<file path="config.mk">
export PLATFORM = sky130hd
export DESIGN_NAME = task_seq_ctrl_flat
export DESIGN_NICKNAME = d
export VERILOG_FILES = /design/src/rtl/task_seq_pkg.sv /design/src/rtl/task_seq_ctrl_if.sv /design/src/rtl/task_seq_nextpc.sv /design/src/rtl/task_seq_ctrl.sv /design/src/flat_wrapper.sv
export SDC_FILE = /design/constraint.sdc
export NUM_CORES = 1
export LEC_CHECK = 0
export CAP_MARGIN = 15
export CORE_ASPECT_RATIO = 1.75
export CORE_MARGIN = 1
export CORE_UTILIZATION = 41
export CTS_CLUSTER_SIZE = 10
export DETAILED_ROUTE_END_ITERATION = 8
export GPL_TIMING_DRIVEN = 0
export PLACE_DENSITY = 0.84
export SLEW_MARGIN = 25
export SYNTH_ARGS = -nofsm -noshare
export SYNTH_HDL_FRONTEND = slang
export SYNTH_HIERARCHICAL = 1
export SYNTH_SLANG_ARGS = --single-unit
</file>
<file path="constraint.sdc">
create_clock -name clk -period 3 [get_ports clk]
set_input_delay 0.6 -clock clk [delete_from_list [all_inputs] [get_ports clk]]
set_output_delay 0.6 -clock clk [all_outputs]
set_load 0.02 [all_outputs]
</file>
<file path="src/rtl/task_seq_pkg.sv">
// Shared opcodes, FSM states and ROM word field layout for the task sequencer.
// Field offsets are functions of PC_W/TASKS_W so every user derives the same word layout.
package task_seq_pkg;

   localparam int COND_W = 4;

   localparam logic [2:0] OP_NEXT = 3'd0;
   localparam logic [2:0] OP_JMP  = 3'd1;
   localparam logic [2:0] OP_BRC  = 3'd2;
   localparam logic [2:0] OP_WAIT = 3'd3;
   localparam logic [2:0] OP_LDC  = 3'd4;
   localparam logic [2:0] OP_LOOP = 3'd5;
   localparam logic [2:0] OP_CALL = 3'd6;
   localparam logic [2:0] OP_RET  = 3'd7;

   localparam logic [1:0] CSEL_END = 2'b11;

   typedef enum logic {ST_IDLE, ST_RUN} state_t;

   function automatic int prog_w(int pc_w, int tasks_w);
      return 3 + 2 + pc_w + tasks_w;
   endfunction

   function automatic int arg_lsb(int tasks_w);
      return tasks_w;
   endfunction

   function automatic int csel_lsb(int pc_w, int tasks_w);
      return tasks_w + pc_w;
   endfunction

   function automatic int op_lsb(int pc_w, int tasks_w);
      return tasks_w + pc_w + 2;
   endfunction

endpackage

</file>
<file path="src/rtl/task_seq_ctrl_if.sv">
// Sequencer bus: start/done handshake, ROM fetch port, conditions and task outputs.
// slave is the sequencer side; master is the controller/ROM/datapath side.
interface task_seq_ctrl_if #(
   parameter int PC_W    = 4,
   parameter int TASKS_W = 16
);
   import task_seq_pkg::*;

   logic                              start;
   logic [PC_W-1:0]                   start_addr;
   logic                              busy;
   logic                              done;
   logic [PC_W-1:0]                   prog_addr;
   logic [prog_w(PC_W, TASKS_W)-1:0]  prog_data;
   logic [COND_W-1:0]                 cond;
   logic [TASKS_W-1:0]                tasks;
   logic [PC_W-1:0]                   pc;

   modport slave (
      input  start, start_addr, prog_data, cond,
      output busy, done, prog_addr, tasks, pc
   );

   modport master (
      output start, start_addr, prog_data, cond,
      input  busy, done, prog_addr, tasks, pc
   );

endinterface

</file>
<file path="src/rtl/task_seq_nextpc.sv">
// Combinational word decode: next pc, loop counter and return address for the executing word.
// Zero latency; no flow control (WAIT stalls by holding pc). TASK_SEQ_CALL_EN adds CALL/RET.
module task_seq_nextpc
   import task_seq_pkg::*;
#(
   parameter int PC_W    = 4,
   parameter int TASKS_W = 16
) (
   input  logic [prog_w(PC_W, TASKS_W)-1:0] word,
   input  logic [COND_W-1:0]                cond,
   input  logic [PC_W-1:0]                  pc,
   input  logic [PC_W-1:0]                  lcnt,
`ifdef TASK_SEQ_CALL_EN
   input  logic [PC_W-1:0]                  ret,
   output logic [PC_W-1:0]                  ret_nxt,
`endif
   output logic [PC_W-1:0]                  pc_nxt,
   output logic [PC_W-1:0]                  lcnt_nxt,
   output logic                             is_end,
   output logic [TASKS_W-1:0]               word_tasks
);
   localparam int ARG_L  = arg_lsb(TASKS_W);
   localparam int CSEL_L = csel_lsb(PC_W, TASKS_W);
   localparam int OP_L   = op_lsb(PC_W, TASKS_W);

   logic [2:0]      op;
   logic [1:0]      csel;
   logic [PC_W-1:0] arg;
   logic [PC_W-1:0] pc_inc;
   logic            c;

   assign op         = word[OP_L +: 3];
   assign csel       = word[CSEL_L +: 2];
   assign arg        = word[ARG_L +: PC_W];
   assign word_tasks = word[TASKS_W-1:0];
   assign c          = cond[csel];
   assign pc_inc     = pc + PC_W'(1);
   assign is_end     = (op == OP_NEXT) && (csel == CSEL_END);

   always_comb begin
      pc_nxt   = pc_inc;
      lcnt_nxt = lcnt;
`ifdef TASK_SEQ_CALL_EN
      ret_nxt  = ret;
`endif
      case (op)
         OP_NEXT: if (is_end) pc_nxt = pc;
         OP_JMP:  pc_nxt = arg;
         OP_BRC:  pc_nxt = c ? arg : pc_inc;
         OP_WAIT: pc_nxt = c ? pc_inc : pc;
         OP_LDC:  lcnt_nxt = arg;
         OP_LOOP: begin
            // Counter stops at zero, so the body runs LDC arg + 1 times.
            if (lcnt != '0) begin
               lcnt_nxt = lcnt - PC_W'(1);
               pc_nxt   = arg;
            end
         end
`ifdef TASK_SEQ_CALL_EN
         OP_CALL: begin
            ret_nxt = pc_inc;
            pc_nxt  = arg;
         end
         OP_RET:  pc_nxt = ret;
`endif
         default: pc_nxt = pc_inc;
      endcase
   end

endmodule

</file>
<file path="src/rtl/task_seq_ctrl.sv">
// Microcode sequencer for the task bus: one ROM word per cycle, prog_addr is next pc so the sync ROM has it ready.
// No bubbles in RUN; start ignored while busy; done pulses one cycle after END. TASK_SEQ_CALL_EN enables CALL/RET.
module task_seq_ctrl
   import task_seq_pkg::*;
#(
   parameter int PC_W    = 4,
   parameter int TASKS_W = 16
) (
   input  logic           clk,
   input  logic           reset,
   task_seq_ctrl_if.slave bus
);
   state_t              state, state_nxt;
   logic [PC_W-1:0]     pc_q, pc_d, pc_nxt;
   logic [PC_W-1:0]     lcnt_q, lcnt_d, lcnt_nxt;
   logic                done_q, done_d;
   logic                is_end;
   logic [TASKS_W-1:0]  word_tasks;
`ifdef TASK_SEQ_CALL_EN
   logic [PC_W-1:0]     ret_q, ret_d, ret_nxt;
`endif

   task_seq_nextpc #(.PC_W(PC_W), .TASKS_W(TASKS_W)) u_nextpc (
      .word       (bus.prog_data),
      .cond       (bus.cond),
      .pc         (pc_q),
      .lcnt       (lcnt_q),
`ifdef TASK_SEQ_CALL_EN
      .ret        (ret_q),
      .ret_nxt    (ret_nxt),
`endif
      .pc_nxt     (pc_nxt),
      .lcnt_nxt   (lcnt_nxt),
      .is_end     (is_end),
      .word_tasks (word_tasks)
   );

   always_ff @(posedge clk or posedge reset) begin
      if (reset) begin
         state  <= ST_IDLE;
         pc_q   <= '0;
         lcnt_q <= '0;
         done_q <= 1'b0;
`ifdef TASK_SEQ_CALL_EN
         ret_q  <= '0;
`endif
      end else begin
         state  <= state_nxt;
         pc_q   <= pc_d;
         lcnt_q <= lcnt_d;
         done_q <= done_d;
`ifdef TASK_SEQ_CALL_EN
         ret_q  <= ret_d;
`endif
      end
   end

   always_comb begin
      state_nxt = state;
      pc_d      = pc_q;
      lcnt_d    = lcnt_q;
      done_d    = 1'b0;
`ifdef TASK_SEQ_CALL_EN
      ret_d     = ret_q;
`endif
      case (state)
         ST_IDLE: begin
            if (bus.start) begin
               state_nxt = ST_RUN;
               pc_d      = bus.start_addr;
            end
         end
         ST_RUN: begin
            pc_d   = pc_nxt;
            lcnt_d = lcnt_nxt;
`ifdef TASK_SEQ_CALL_EN
            ret_d  = ret_nxt;
`endif
            if (is_end) begin
               state_nxt = ST_IDLE;
               done_d    = 1'b1;
            end
         end
         default: state_nxt = ST_IDLE;
      endcase
   end

   assign bus.busy      = (state == ST_RUN);
   assign bus.done      = done_q;
   assign bus.pc        = pc_q;
   assign bus.prog_addr = bus.busy ? pc_nxt : bus.start_addr;
   assign bus.tasks     = bus.busy ? word_tasks : '0;

endmodule

</file>
<file path="src/flat_wrapper.sv">
// flat-port wrapper written by rule: the top's interface ports become plain ports
module task_seq_ctrl_flat import task_seq_pkg::*;
#(
   parameter int PC_W    = 4,
   parameter int TASKS_W = 16
)
  (clk, reset, bus_start, bus_start_addr, bus_prog_data, bus_cond, bus_busy, bus_done, bus_prog_addr, bus_tasks, bus_pc);
  task_seq_ctrl_if #(.PC_W(PC_W), .TASKS_W(TASKS_W)) bus_i ();
  input  logic clk;
  input  logic reset;
  input wire logic [$bits(bus_i.start)-1:0] bus_start;
  input wire logic [$bits(bus_i.start_addr)-1:0] bus_start_addr;
  input wire logic [$bits(bus_i.prog_data)-1:0] bus_prog_data;
  input wire logic [$bits(bus_i.cond)-1:0] bus_cond;
  output wire logic [$bits(bus_i.busy)-1:0] bus_busy;
  output wire logic [$bits(bus_i.done)-1:0] bus_done;
  output wire logic [$bits(bus_i.prog_addr)-1:0] bus_prog_addr;
  output wire logic [$bits(bus_i.tasks)-1:0] bus_tasks;
  output wire logic [$bits(bus_i.pc)-1:0] bus_pc;
  assign bus_i.start = bus_start;
  assign bus_i.start_addr = bus_start_addr;
  assign bus_i.prog_data = bus_prog_data;
  assign bus_i.cond = bus_cond;
  assign bus_busy = bus_i.busy;
  assign bus_done = bus_i.done;
  assign bus_prog_addr = bus_i.prog_addr;
  assign bus_tasks = bus_i.tasks;
  assign bus_pc = bus_i.pc;
  task_seq_ctrl #(.PC_W(PC_W), .TASKS_W(TASKS_W)) u_core (.clk(clk), .reset(reset), .bus(bus_i));
endmodule
</file>
### Supply network

Bar = 10 um. Pins as bars on the die edge.
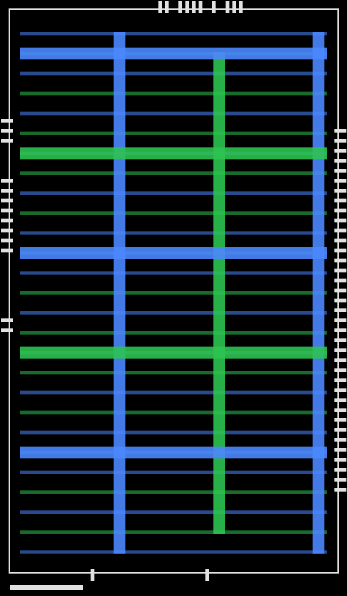
[blue] VSS
[green] VDD
met1 rails: 27
met5 straps: 5
rows: 26
met4 straps: 3
signal pins: 62
Worst VDD drop: 0.000258 V
Die Width: 44.7 um
core area: 0.00296 mm^2

### Port wiring

Bar = 10 um.
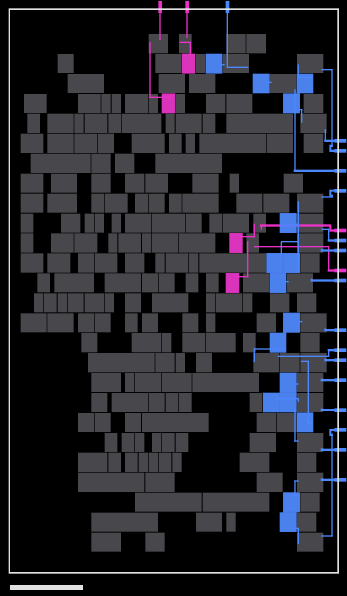
[magenta] bus_prog_addr | bits: 4 | direction: output | end cells: 4 | wire: 56.2 um
[blue] bus_tasks | bits: 16 | direction: output | end cells: 16 | wire: 141 um
I/O pin count: 62
input/output buffers: 43

### Met1 routing

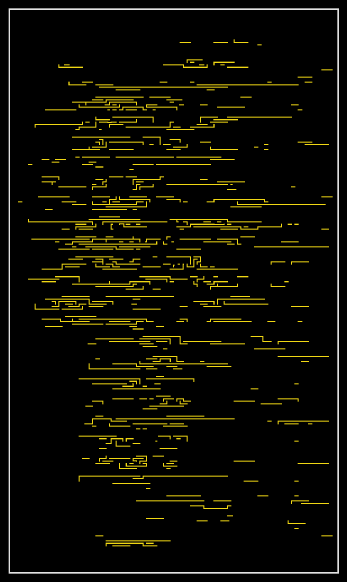
main direction: horizontal
longest straight run: 17.5 um
share of all routed wire: 36%
wire length on this layer: 1180 um
met1 usage in global routing: 20.5%
total number of vias: 1393
Routed WL: 3300 um

### Placement by cell class

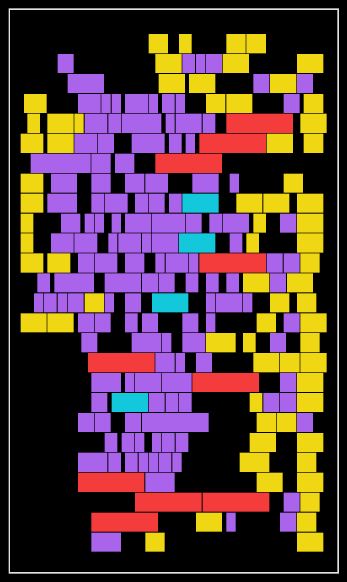
[purple] remaining logic cells | cells: 133 | share of their area: 51%
[cyan] clock drivers and dummy loads | cells: 4 | share of their area: 3.1%
[red] registers | cells: 10 | share of their area: 14%
[yellow] remaining buffers and delay cells | cells: 68 | share of their area: 32%
final design utilization: 62.4%
Post-Layout Inst Area: 0.00185 mm^2
Rows: 26

==> Slide: Implementation Results <==
Run Summary

Clock tree
  • H-Tree Depth: 1
  • Hold_buf cts: 0
  • CTS sink count: 10
  • Number of CTS-inserted buffers: 3
  • Clk_lat worst skew: 0.24 ns
  • CTS tree: done
  • Worst-path clk slew: 0.05 ns
  • Bufs on Longest Clock Path: 2
  • CTS root buf: clkbuf_8

Synthesis
  • Adder Area Share: 1.92%
  • Cells after Synth: 167
  • Async S/R FF share, synth: 100%
  • Syn Area/Cell: 7.82 um^2
  • Top-count cell post-synth: and2_1
  • Cells in synth_stat.txt: 167
  • Post-synth area from yosys stat: 0.00131 mm^2
  • Ao+oa area frac: 22.3%
  • Top cells by count, synth: 18 x and2_1, 17 x buf_4, 12 x nand2_1
  • Synth Register Bits: 10
  • Ys Warns: 6
  • Mapped cell area: 0.00131 mm^2
  • Post-Synth Simple-Gate Area: 28.8%
  • Post-synthesis sequential area ratio: 19.2%
  • XOR/XNOR Area Share: 0.670%
  • Dominant cell type by area after synthesis: dfrtp_1
  • Top comb family, area: simple AND/OR/NAND/NOR gates
  • Area contributors post-synth: dfrtp_1 19%, buf_4 9.8%, and2_1 8.6%, mux2i_1 4.6%, mux2_2 4.3%
  • Area share, top type: 19.2%
  • Unique cell types: 48
  • Dominant Register Cell: dfrtp_1
  • Syn_nets: 205
  • EDFF count, synth: 0
  • Mux share: 10.6%

STA
  • Fin crit share: 97.3%
  • Fin crit period: 2.92 ns
  • Fin. Hold Viols: 0
  • Final Max Tran Viols: 0
  • Worst-Margin Slew: 0.434 ns
  • Setup WS post-layout: 0.0819 ns
  • RSZ-0062 raised after global routing: true
  • Max_slew headroom: 71.1%
  • Final Setup Violations: 0
  • Setup Skew: 0.00534 ns
  • Max frequency: 343 MHz
  • Setup TNS: 0 ns

Drt
  • Routed len/inst: 12.8 um
  • Iteration count of the initial detailed-routing pass: 4
  • Initial DRC count: 52
  • Antenna Nets Post-Route: 0
  • Post-route DRC violation count: 0
  • Detailed-route vias per instance: 5.42

Cells and area
  • # diodes: 0
  • NumNets Final: 254
  • Area growth syn-to-layout: 41.4%
  • Share of cells above drive strength 1: 24.7%

Place
  • Final HPWL DP: 2560 um
  • GPL Wtd Cong: 0.905
  • Placement Setup Slack: -0.812 ns
  • Placed inst area: 0.00179 mm^2

Power
  • Power density cells: 512 mW/mm^2
  • Pwr Total: 0.946 mW
  • Leak pwr: 0.804 nW

GRT
  • First-pass GRT wire length: 5540 um
  • Vias in the first global route: 1314
  • Total gr overflow: 0
  • Global-route total usage across every layer: 20.9%
  • Antenna violations before repair: 0
  • Largest net degree at the start of global routing: 11

Worst setup path
  • Delay-heaviest family, CP: multiplexers
  • Slowest CP cell: mux4_2
  • CP max stage delay: 0.50 ns
  • Setup slack, reg-to-reg: 0.97 ns
  • Buf+Inv Stages, Crit Path: 2
  • Critical Path Sink Type: output pin
  • Worst path most repeated cell: nand2_1
  • CP max FO: 4
  • Critical Path Source Type: input port
  • CP cell instances: dlygate4sd2_1 -> mux4_2 -> nand2b_4 -> o22ai_2 -> nand2_1 -> a221oi_2 -> nand2_1 -> o21ai_1 -> buf_4
  • CP required: 2.40 ns
  • Crit path launch: bus_cond[3]
  • WS Path Type: in2out
  • WP data arrival: 2.32 ns
  • Reg2Reg Launch Point: u_core/lcnt_q[0]

Run
  • Tool warning count: 27
  • Max Cap Violations: 0

Floorplanning
  • Initial Utilization: 44.1%
  • Full die area: 0.00342 mm^2

Outcome
  • Status: complete, no violations

Worst hold path
  • HP Class: reg2reg
  • Critical hold path startpoint: u_core/lcnt_q[2]
==> layout make-up <==
type | instances | area [um^2]
Clock buffer | 4 | 55.1
Multi-Input combinational cell | 122 | 868
Sequential cell | 10 | 250
Fill cell | 259 | 1110
Timing Repair Buffer | 44 | 403
Inverter | 11 | 41.3
Tap cell | 42 | 52.6
Buffer | 24 | 176
==> sequential cells by signal, summed over array words and instances, names as in the netlist <==
signal and cells:
u_core/bus.done 1, u_core/lcnt_q 4, u_core/bus.busy 1, u_core/bus.pc 4
==> repair_timing <==
action / 4_1_cts / 5_1_grt
pin swaps: 3 / 0
endpoints found under the setup margin: 4 / 4
resized: 37 / 7
setup buffers: 1 / 0
==> per-stage QoR <==
stage               hold WS [ns]  std cells
finish                     0.562        257
CTS                        0.562        257
detailed placement         0.543        252
global route               0.609        257
global placement           0.535        252
floorplan                  0.440        167
==> power breakdown <==
group,switching (mW),internal (mW)
registers,0.0590,0.179
clock network,0.0548,0.116
logic,0.267,0.272
==> worst paths after layout <==
path	cells past startpoint	end
worst max-delay path	9	bus_prog_addr[3]
worst min-delay path	1	u_core/lcnt_q[2]
worst max register to register	9	u_core/bus.pc[2]
worst min register to register	1	u_core/lcnt_q[2]
max in group asynchronous	2	u_core/bus.pc[1]
min in group asynchronous	2	u_core/bus.busy
==> routing by layer <==
metal  global-route usage, %  vias to the layer above  routed length (um)
met5                       0                        -                   0
met3                    2.82                        9                 265
li1                        -                      668                   -
met4                    9.70                        0                  58
met1                    20.5                      633                1180
met2                    39.6                       83                1800
==> cell usage in the layout, fill, tap and decap left out, types with 2 or more instances in the layout <==
cell type / count
o22ai_1: 4
nor3_1: 3
dlygate4sd2_1: 6
buf_2: 6
o21ai_0: 9
buf_6: 2
buf_4: 20
nand2b_1: 7
clkdlybuf4s50_1: 31
inv_1: 10
nand2_1: 12
a221o_1: 2
nor2_1: 7
nand4b_1: 2
mux2_2: 5
o21a_1: 2
nand3_1: 3
o221ai_1: 3
clkbuf_2: 2
a21oi_1: 8
and2_1: 18
clkbuf_8: 4
nor2_2: 2
mux2i_1: 5
o21ai_1: 2
nor2b_1: 3
dfrtp_1: 10
==> logic make-up after synthesis <==
kind of cell,after synthesis
simple gates,65
fa+ha+maj,2
mux,12
xor+xnor,1
buf+inv,35
flops,10
compound gates,42
==> worst reg2reg max path, cell delays in order, from the launching register on <==
cell	delay (ns)
dfrtp_1	0.38
inv_1	0.11
ha_4	0.16
or3b_4	0.41
nor2_2	0.11
o22ai_1	0.11
and2_1	0.17
a211o_1	0.26
nand2_1	0.08
o21ai_0	0.10
No activity file was given, so power comes from the tool's default toggle rates.
